Design mem_port_arbiter, sky130hd; sources not shown.
Fig. 1: sequential cells coloured by netlist name
Bar = 20 µm.
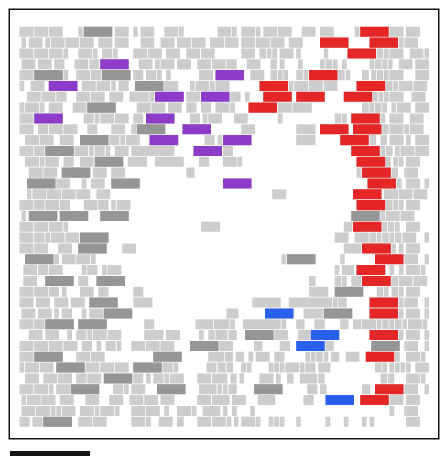
legend:
  blue:
    signal: lock_cnt_q
    sequential_cells: 4
    where: lower right
  purple:
    signal: mem_addr
    sequential_cells: 12
  red:
    signal: rdata
    sequential_cells: 32
    where: a vertical strip on the right
not coloured: 40
fraction of area in registers: 0.279
Final Core Density: 0.609

Fig. 2: congestion heat map
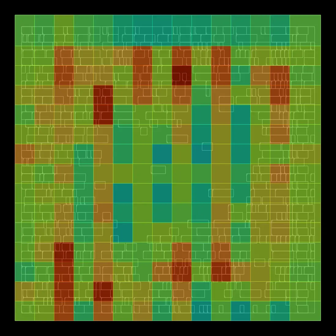
met3 Resource Use GR: 0.0563
grt met1 use: 0.202
met2 GRT Util: 0.354

Fig. 3: placed cells, one colour a class
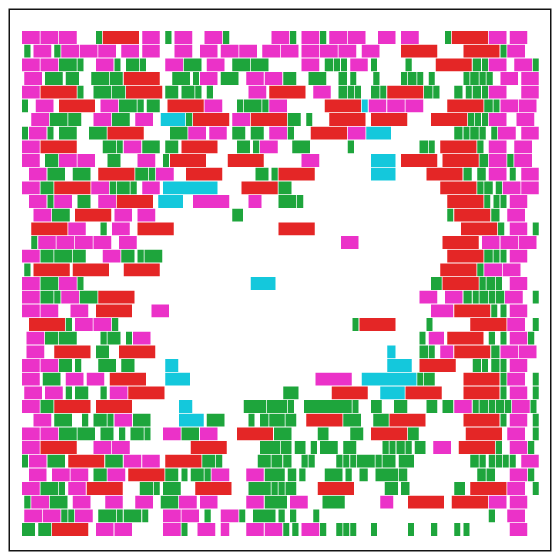
legend:
  green:
    class: remaining logic cells
    cells: 346
    share_of_their_area: 33%
  magenta:
    class: remaining buffers and delay cells
    cells: 215
    share_of_their_area: 35%
  red:
    class: registers
    cells: 88
    share_of_their_area: 29%
  cyan:
    class: clock drivers and dummy loads
    cells: 16
    share_of_their_area: 3.6%
core area: 10400 µm²
final instance area: 6310 µm²
Rows: 37

==> notes.md <==
yosys + openroad results -> status=complete, no violations, cells in synth_stat.txt=~470, final hold viol count=0, WL met3=between 1000 and 1500 µm, final clock skew=between 0.006 and 0.007 ns, yosys adder share=0.0154, Largest cell class=buffers, most numerous logic cells after layout=clkdlybuf4s50_1, dfxtp_1, nand2_1, nor2_1, conb_1, kind of critical path=reg -> reg, Final ANT Viol Nets=0, Signal buffers=roughly 220, DRT Wirelength=between 10000 and 15000 µm, drt pass-1 iters=4, crit path max fanout=9, share of cells above drive strength 1=0.0466, post-DP HPWL=approximately 8900 µm, post-synth top area share=0.433, comb_multi_in=around 340, Synth Seq Share=0.433, Ant. Diodes=0, Seq power=1.67 mW, Resize count post-CTS=1, Clock Power Share=0.201, gpl congestion=~0.85, AO/OA Area Share=0.155, dominant cell type by area after synthesis=dfxtp_1, Port-buffer cells=between 200 and 250, Syn Inst Count=between 400 and 500, CP arrival=around 2.8 ns, Crit path largest cell delay=approximately 0.48 ns, CTS HTree Levels=3, Late-Pin Clk Latency=approximately 0.34 ns, CP top delay family=AND-OR/OR-AND gates, vias per cell=4.78, initial antenna violation count=0, NonClk Buf Share=0.342, routed vias=3828, top sig layer=met4, syn_area_per_cell=about 8.7 µm², Max clock buf depth=2, fp util=0.392, Chip Width=107 µm, Net Sw Frac=0.384, P per Cell Area=~760 nW/µm², hold crit path type=in -> reg, DP Area=6090 µm², area fraction in xor and xnor cells=0.00215, Die Y=between 100 and 150 µm, logic share of the area=0.311, CTS root buf=clkbuf_8, P_sw=between 1.5 and 2 mW, setup bufs post-CTS=0, invs w/o clock=10, P_clk=970 µW, r2r setup slk=around 0.28 ns, main flop type=dfxtp_1, slowest CP cell=or4b_1
Power and IR drop assume default switching activity.
